**Run 1: selected gate families**

The bar under the picture is 50 um long.
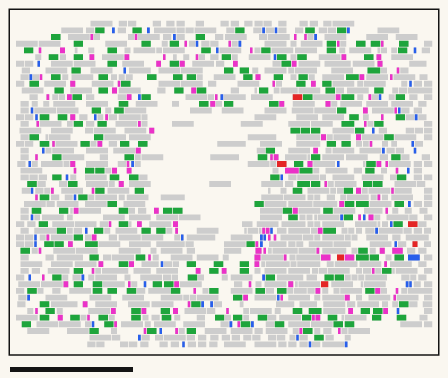
**Run 1: routed metal per tile**

The die is cut into 35 by 28 equal tiles; black is low, pale yellow is high, scaled to the fullest tile. Values are wire area over tile area, all layers added.
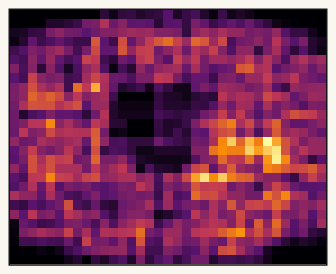
**Run 1: clock wires, drivers and flops**

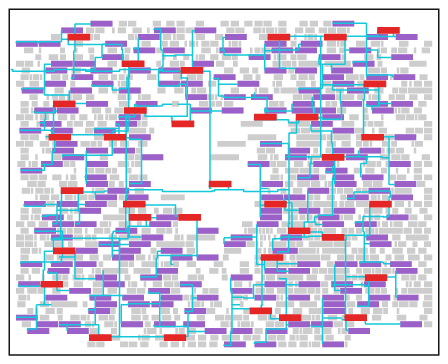
==> src/rtl/wb_arbiter.sv <==
// wb_arbiter: register-file write-back arbiter between a single-cycle ALU and a long-latency unit
//
// Ports:
//   Clk, Rst_n            clock (rising edge), asynchronous active-low reset
//   alu_valid/rd/data     ALU result, one cycle, no backpressure, always wins
//   lu_valid/rd/data      long-latency unit result, handshaked with lu_ready
//   lu_ready              LU result accepted this cycle (buffer not full)
//   wb_en/addr/data       registered register-file write port
//   alu_hold              registered request to upstream to withhold ALU results
//   lu_count              LU buffer occupancy, 0..2
module wb_arbiter #(
  parameter int DATA_WIDTH   = 64,
  parameter int ADDR_WIDTH   = 5,
  parameter int STARVE_LIMIT = 4
) (
  input  logic                  Clk,
  input  logic                  Rst_n,
  input  logic                  alu_valid,
  input  logic [ADDR_WIDTH-1:0] alu_rd,
  input  logic [DATA_WIDTH-1:0] alu_data,
  input  logic                  lu_valid,
  input  logic [ADDR_WIDTH-1:0] lu_rd,
  input  logic [DATA_WIDTH-1:0] lu_data,
  output logic                  lu_ready,
  output logic                  wb_en,
  output logic [ADDR_WIDTH-1:0] wb_addr,
  output logic [DATA_WIDTH-1:0] wb_data,
  output logic                  alu_hold,
  output logic [1:0]            lu_count
);
  localparam int CW = $clog2(STARVE_LIMIT + 1);
  localparam logic [CW-1:0] LIMIT = CW'(STARVE_LIMIT);
  logic [ADDR_WIDTH-1:0] fifo_rd_q [2];
  logic [DATA_WIDTH-1:0] fifo_data_q [2];
  logic rptr_q, wptr_q;
  logic [1:0] cnt_q, cnt_d;
  logic [CW-1:0] starve_q, starve_d;
  logic wb_en_q, wb_en_d;
  logic [ADDR_WIDTH-1:0] wb_addr_q, wb_addr_d;
  logic [DATA_WIDTH-1:0] wb_data_q, wb_data_d;
  logic hold_q, hold_d;
  logic empty, lu_xfer, sel_head, sel_byp, enq, deq;
  // lu_ready is gated by Rst_n so it drops the instant reset asserts
  assign lu_ready = Rst_n & (cnt_q != 2'd2);
  assign empty    = cnt_q == 2'd0;
  assign lu_xfer  = lu_valid & lu_ready;
  assign sel_head = !alu_valid & !empty;
  assign sel_byp  = !alu_valid & empty & lu_xfer;
  assign deq      = sel_head;
  // rd=0 transfers complete the handshake but are dropped here
  assign enq      = lu_xfer & !sel_byp & (lu_rd != '0);
  always_comb begin
    wb_en_d   = alu_valid ? (alu_rd != '0) : (sel_head | (sel_byp & (lu_rd != '0)));
    wb_addr_d = alu_valid ? alu_rd : sel_head ? fifo_rd_q[rptr_q] : lu_rd;
    wb_data_d = alu_valid ? alu_data : sel_head ? fifo_data_q[rptr_q] : lu_data;
    cnt_d     = cnt_q + {1'b0, enq} - {1'b0, deq};
    starve_d  = (deq || empty) ? '0 : (alu_valid && starve_q != LIMIT) ? starve_q + 1'b1 : starve_q;
    hold_d    = starve_d == LIMIT;
  end
  always_ff @(posedge Clk or negedge Rst_n) begin
    if (!Rst_n) begin
      fifo_rd_q   <= '{default: '0};
      fifo_data_q <= '{default: '0};
      rptr_q      <= 1'b0;
      wptr_q      <= 1'b0;
      cnt_q       <= 2'd0;
      starve_q    <= '0;
      wb_en_q     <= 1'b0;
      wb_addr_q   <= '0;
      wb_data_q   <= '0;
      hold_q      <= 1'b0;
    end else begin
      if (enq) begin
        fifo_rd_q[wptr_q]   <= lu_rd;
        fifo_data_q[wptr_q] <= lu_data;
        wptr_q              <= ~wptr_q;
      end
      if (deq) rptr_q <= ~rptr_q;
      cnt_q    <= cnt_d;
      starve_q <= starve_d;
      hold_q   <= hold_d;
      wb_en_q  <= wb_en_d;
      // address/data hold their last written values when nothing is written
      if (wb_en_d) begin
        wb_addr_q <= wb_addr_d;
        wb_data_q <= wb_data_d;
      end
    end
  end
  assign wb_en    = wb_en_q;
  assign wb_addr  = wb_addr_q;
  assign wb_data  = wb_data_q;
  assign alu_hold = hold_q;
  assign lu_count = cnt_q;
endmodule

==> config.mk <==
export PLATFORM = sky130hd
export DESIGN_NAME = wb_arbiter
export DESIGN_NICKNAME = d
export VERILOG_FILES = /design/src/rtl/wb_arbiter.sv
export SDC_FILE = /design/constraint.sdc
export NUM_CORES = 1
export LEC_CHECK = 0
export CORE_ASPECT_RATIO = 0.8
export CORE_MARGIN = 2
export CORE_UTILIZATION = 45
export CTS_BUF_LIST = sky130_fd_sc_hd__clkbuf_16
export CTS_CLUSTER_DIAMETER = 40
export DETAILED_ROUTE_END_ITERATION = 10
export GPL_TIMING_DRIVEN = 0
export HOLD_SLACK_MARGIN = 0.02
export MAX_ROUTING_LAYER = met4
export PLACE_DENSITY = 0.7
export REMOVE_ABC_BUFFERS = 1
export SETUP_SLACK_MARGIN = 0.1
export SYNTH_ARGS = -nofsm -noshare
export SYNTH_HDL_FRONTEND = slang
export SYNTH_SLANG_ARGS = --single-unit
==> constraint.sdc <==
create_clock -name Clk -period 2.3 [get_ports Clk]
set_clock_uncertainty 0.1 [all_clocks]
set_input_delay 0.345 -clock Clk [delete_from_list [all_inputs] [get_ports Clk]]
set_output_delay 0.345 -clock Clk [all_outputs]
set_load 0.02 [all_outputs]
==> results.txt, run 1 <==
run results: status finished, violations left, violated checks negative hold slack, Tool Warnings 35, Max Freq 453 MHz, Synth area leader dfrtp_1, CP Launch Point lu_count[1], bufs w/o clock 279, Area Overhead vs Synth 43.1%, FF-to-FF End fifo_data_q[81], Syn. warnings 0, Worst setup EP type flip-flop, most used cell, CP buf_16, layout cells sized above 1 29.5%, io pins 216, Via Count 7883, Avg WL per Cell 20.6 um, wirelength, routed 30000 um, crit path cell chain or2_4 > buf_16 > nor2_4 > buf_4 > nor3_4 > buf_12 > buf_16 > clkbuf_16 > mux2_4, GRT Util Overall 24.8%, worst slew pin tran 0.653 ns, Clock Power Share 24.5%, nonclk inv count 5, Post-Syn Instances 878, GP Congestion 0.728, worst-skew pair later-pin latency 0.49 ns, largest power group combinational cells, fin crit period 2.21 ns, largest net degree at the start of global routing 118, Hold Fails Final Rpt 99, CTS tree yes, Detailed Routing Iterations Pass 1 4, share of power burned in registers 31.5%, Largest register FFs 128, yosys aoi share 10.2%, Data required, critical path 2.58 ns, Logic pwr share 44.1%, final hold slack -0.304 ns, core area 0.0226 mm2
## Picture notes: 'selected gate families'
mux cells -> green  # cells 209, most used mux2_2, where all over the die
nand cells -> blue  # cells 74, most used nand2_1, where all over the die
and/or cells -> red  # cells 6
nor cells -> magenta  # cells 151, most used nor2_1, where all over the die

## Picture notes: 'routed metal per tile'
nearly empty tiles = 6.4%
tiles over half the peak = 15%
mean over tiles = 0.20
emptiest ninth of the die = center
densest ninth of the die = east
fullest tile = 0.63

## Picture notes: 'clock wires, drivers and flops'
flip-flops -> purple  # count 216
clock wires -> cyan  # length 3000 um
clock-net drivers -> red  # count 34
flops lie = all over the die

-- run 1: metrics by stage --
step | hold slack, ns | setup TNS (ns) | setup slack, ns | utilization (%) | instance area, um2
global route | -0.268 | 0 | 0.00304 | 66.0 | 14900
global placement | 0.382 | -4365.39 | -13.33 | 55.6 | 12600
finish | -0.304 | 0 | 0.0935 | 66.0 | 14900
floorplan | -0.0506 | -467.97 | -3.07 | - | 10000
detailed placement | 0.347 | -169.85 | -1.04 | 57.1 | 12900
CTS | -0.272 | 0 | 0.126 | 64.9 | 14700
-- run 1: metal layers --
layer / vias up / share of wire, % / track usage [%]
li1: 3647 / - / -
met2: 273 / 44 / 36.1
met3: 46 / 8.9 / 7.90
met4: 0 / 2.0 / 6.94
met5: - / 0 / -
met1: 3917 / 45 / 33.5
==> inputs of run 2 (changes only) <==
CORE_ASPECT_RATIO = 1.2   (was 0.8)
**Run 2: selected gate families**

The bar under the picture is 50 um long.
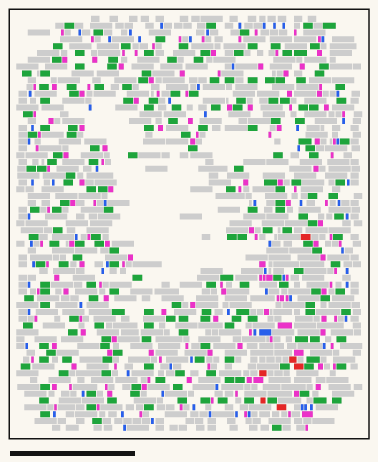
nand cells -> blue  # cells 74, most used nand2_1, where all over the die
mux cells -> green  # cells 209, most used mux2_2, where all over the die
nor cells -> magenta  # cells 151, most used nor2_1, where all over the die
and/or cells -> red  # cells 6, where south-east
multi-input combinational area share: 32.6%
most used logic cell in the final layout: dfrtp_1
fin cells: 1445

**Run 2: routed metal per tile**

The die is cut into 29 by 34 equal tiles; black is low, pale yellow is high, scaled to the fullest tile. Values are wire area over tile area, all layers added.
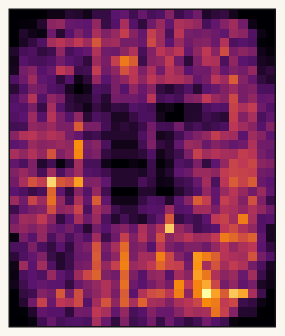
nearly empty tiles = 4.7%
tiles over half the peak = 12%
fullest tile = 0.60
mean over tiles = 0.18
emptiest ninth of the die = center

==> run 2 against run 1 <==
  * The flow still finishes with violations (negative hold slack)
  * Total power decreased by 4.6%
  * Sequential share of layout area increased by 1.1 points
  * Combinational power decreased by 5.1%
  * Fmax increased by 0.45%
  * Largest power group unchanged
  * Clock power decreased by 9.2%
  * Critical path type is now in2reg
==> results.txt, run 2 <==
run results: status finished, violations left, violated checks negative hold slack, max layer used met4, Area Overhead vs Synth 39.0%, worst slew pin tran 0.626 ns, M3 GR Usage 4.51%, layout cells sized above 1 28.7%, crit path cell chain dlygate4sd2_1 > or4_4 > o2111ai_4 > buf_4 > a32o_4 > bufbuf_16 > mux2_2, setup slack after layout 0.103 ns, fin crit period 2.20 ns, met2 Use GR 39.3%, final hold slack -0.372 ns, Largest register FFs 128, post-layout util 63.1%, Via Count 7741, WL met2 14000 um, nonclk inv count 5, Data required, critical path 2.61 ns, Post-Syn Instances 878, wirelength, routed 27900 um, Max Freq 455 MHz, Worst setup EP type flip-flop, CTS tree yes, Hold Fails Final Rpt 99, FF-to-FF End wb_addr[4], worst-skew pair later-pin latency 0.54 ns, GP Congestion 0.713, Detailed Routing Iterations Pass 1 4, bufs w/o clock 261, Tool Warnings 33, DR WL met3 1550 um, dpl ws -0.948 ns, dpl cell area 0.0129 mm2, gr busiest metal met2, final instance area 0.0145 mm2
**Run 2: clock wires, drivers and flops**

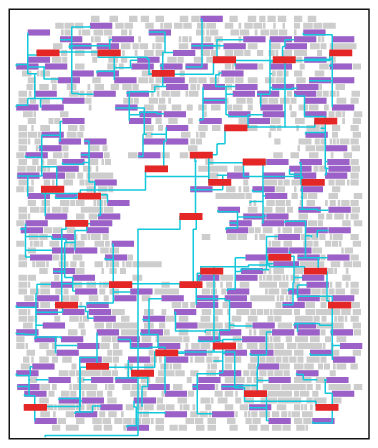
clock-net drivers -> red  # count 31
flip-flops -> purple  # count 216
clock wires -> cyan  # length 2920 um
flops lie = all over the die
routed clock nets = 32

run 2: cell counts after synthesis:
Identical to the previous run, type by type.
run 2: logic make-up (layout without fill, tap and decap cells):
| kind of cell | after synthesis | count (layout) |
|---|---|---|
| compound gates | 141 | 142 |
| other cells | 0 | 1 |
| mux | 209 | 209 |
| flops | 216 | 216 |
| buf+inv | 74 | 323 |
| xor+xnor | 4 | 4 |
| fa+ha+maj | 4 | 4 |
| simple gates | 230 | 231 |
run 2: what timing repair did:
action                                 4_1_cts  5_1_grt
pin swaps                                    6        3
gates cloned                                 6        1
gates resized                               14        9
setup endpoints to repair                  211      121
endpoints found under the hold margin       99       99
setup buffers                               21        8
run 2: where the power goes:
part	total, uW	switching (uW)	internal [uW]
Combinational	8950	4120	4830
Clock	4750	1810	2940
Sequential	6720	1010	5710
==> inputs of run 3 (changes only) <==
CORE_UTILIZATION = 52   (was 45)
PLACE_DENSITY = 0.79   (was 0.7)
**Run 3: placement view**

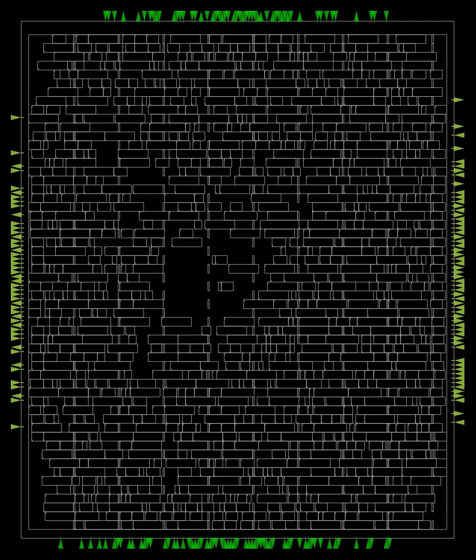
fillers: 1276
post-layout util: 75.6%

**Run 3: clock wires, drivers and flops**

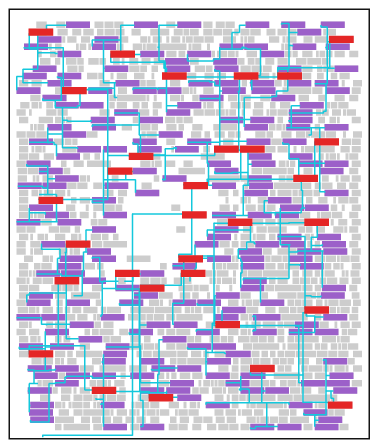
clock wires -> cyan  # length 2940 um
clock-net drivers -> red  # count 31
flip-flops -> purple  # count 216
routed clock nets = 32
flops lie = all over the die
worst-skew pair later-pin latency: 0.54 ns
Clock Power Share: 22.9%

==> run 3 against run 2 <==
  * Clock power up 1%
  * Largest cell class unchanged
  * Final cell count down 2.3%
  * Largest power group unchanged
  * Design area up 2.2%
  * The flow still finishes with violations (negative hold slack)
  * Core utilization up 12 points
==> results.txt, run 3 <==
run results: multi-input combinational area share 31.9%, total negative slack 0 ns, largest net degree at the start of global routing 86, GRT Util Overall 28.0%, Post-Syn Instances 878, fin cells 1412, WL met2 15800 um, fin crit period 2.23 ns, status finished, violations left, Hold Fails Final Rpt 70, DR WL met3 1680 um, violated checks negative hold slack, Largest register FFs 128, CP Launch Point lu_rd[1], FF-to-FF End fifo_data_q[103], Data required, critical path 2.61 ns, setup slack after layout 0.0724 ns, dpl cell area 0.0129 mm2, max layer used met4, met1 WL 12600 um, GRT met1 Usage 34.2%, yosys aoi share 10.2%, Detailed Routing Iterations Pass 1 5, CTS tree yes, final hold slack -0.397 ns, Avg WL per Cell 22.0 um, CTS-repair resized insts 19, Synth area leader dfrtp_1, wirelength, routed 31100 um, Area Overhead vs Synth 42.0%, Tool Warnings 30
**Run 3: routed metal per tile**

The die is cut into 27 by 32 equal tiles; black is low, pale yellow is high, scaled to the fullest tile. Values are wire area over tile area, all layers added.
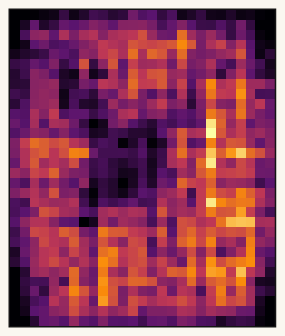
densest ninth of the die = east
emptiest ninth of the die = north-west
nearly empty tiles = 3.1%
fullest tile = 0.64
mean over tiles = 0.23

[run 3: where the power goes]
| group | switching, uW | internal [uW] | leakage [uW] | total [uW] |
|---|---|---|---|---|
| clock network | 1800 | 3020 | 0.000507 | 4820 |
| registers | 1140 | 5720 | 0.00259 | 6850 |
| logic | 4340 | 5020 | 0.00315 | 9360 |
[run 3: worst min-delay path by stage]
stage,start,to,slack [ns],cells past startpoint
finish,Rst_n,wb_data[35],-0.40,1
global route,Rst_n,wb_data[34],-0.38,1
CTS,Rst_n,wb_data[35],-0.39,1
detailed placement,Rst_n,wb_data[35],0.25,1
global placement,fifo_rd_q[9],fifo_rd_q[9],0.38,1
floorplan,Rst_n,alu_hold,-0.05,0
Power figures rest on the tool's default switching activity, not on a simulated workload.
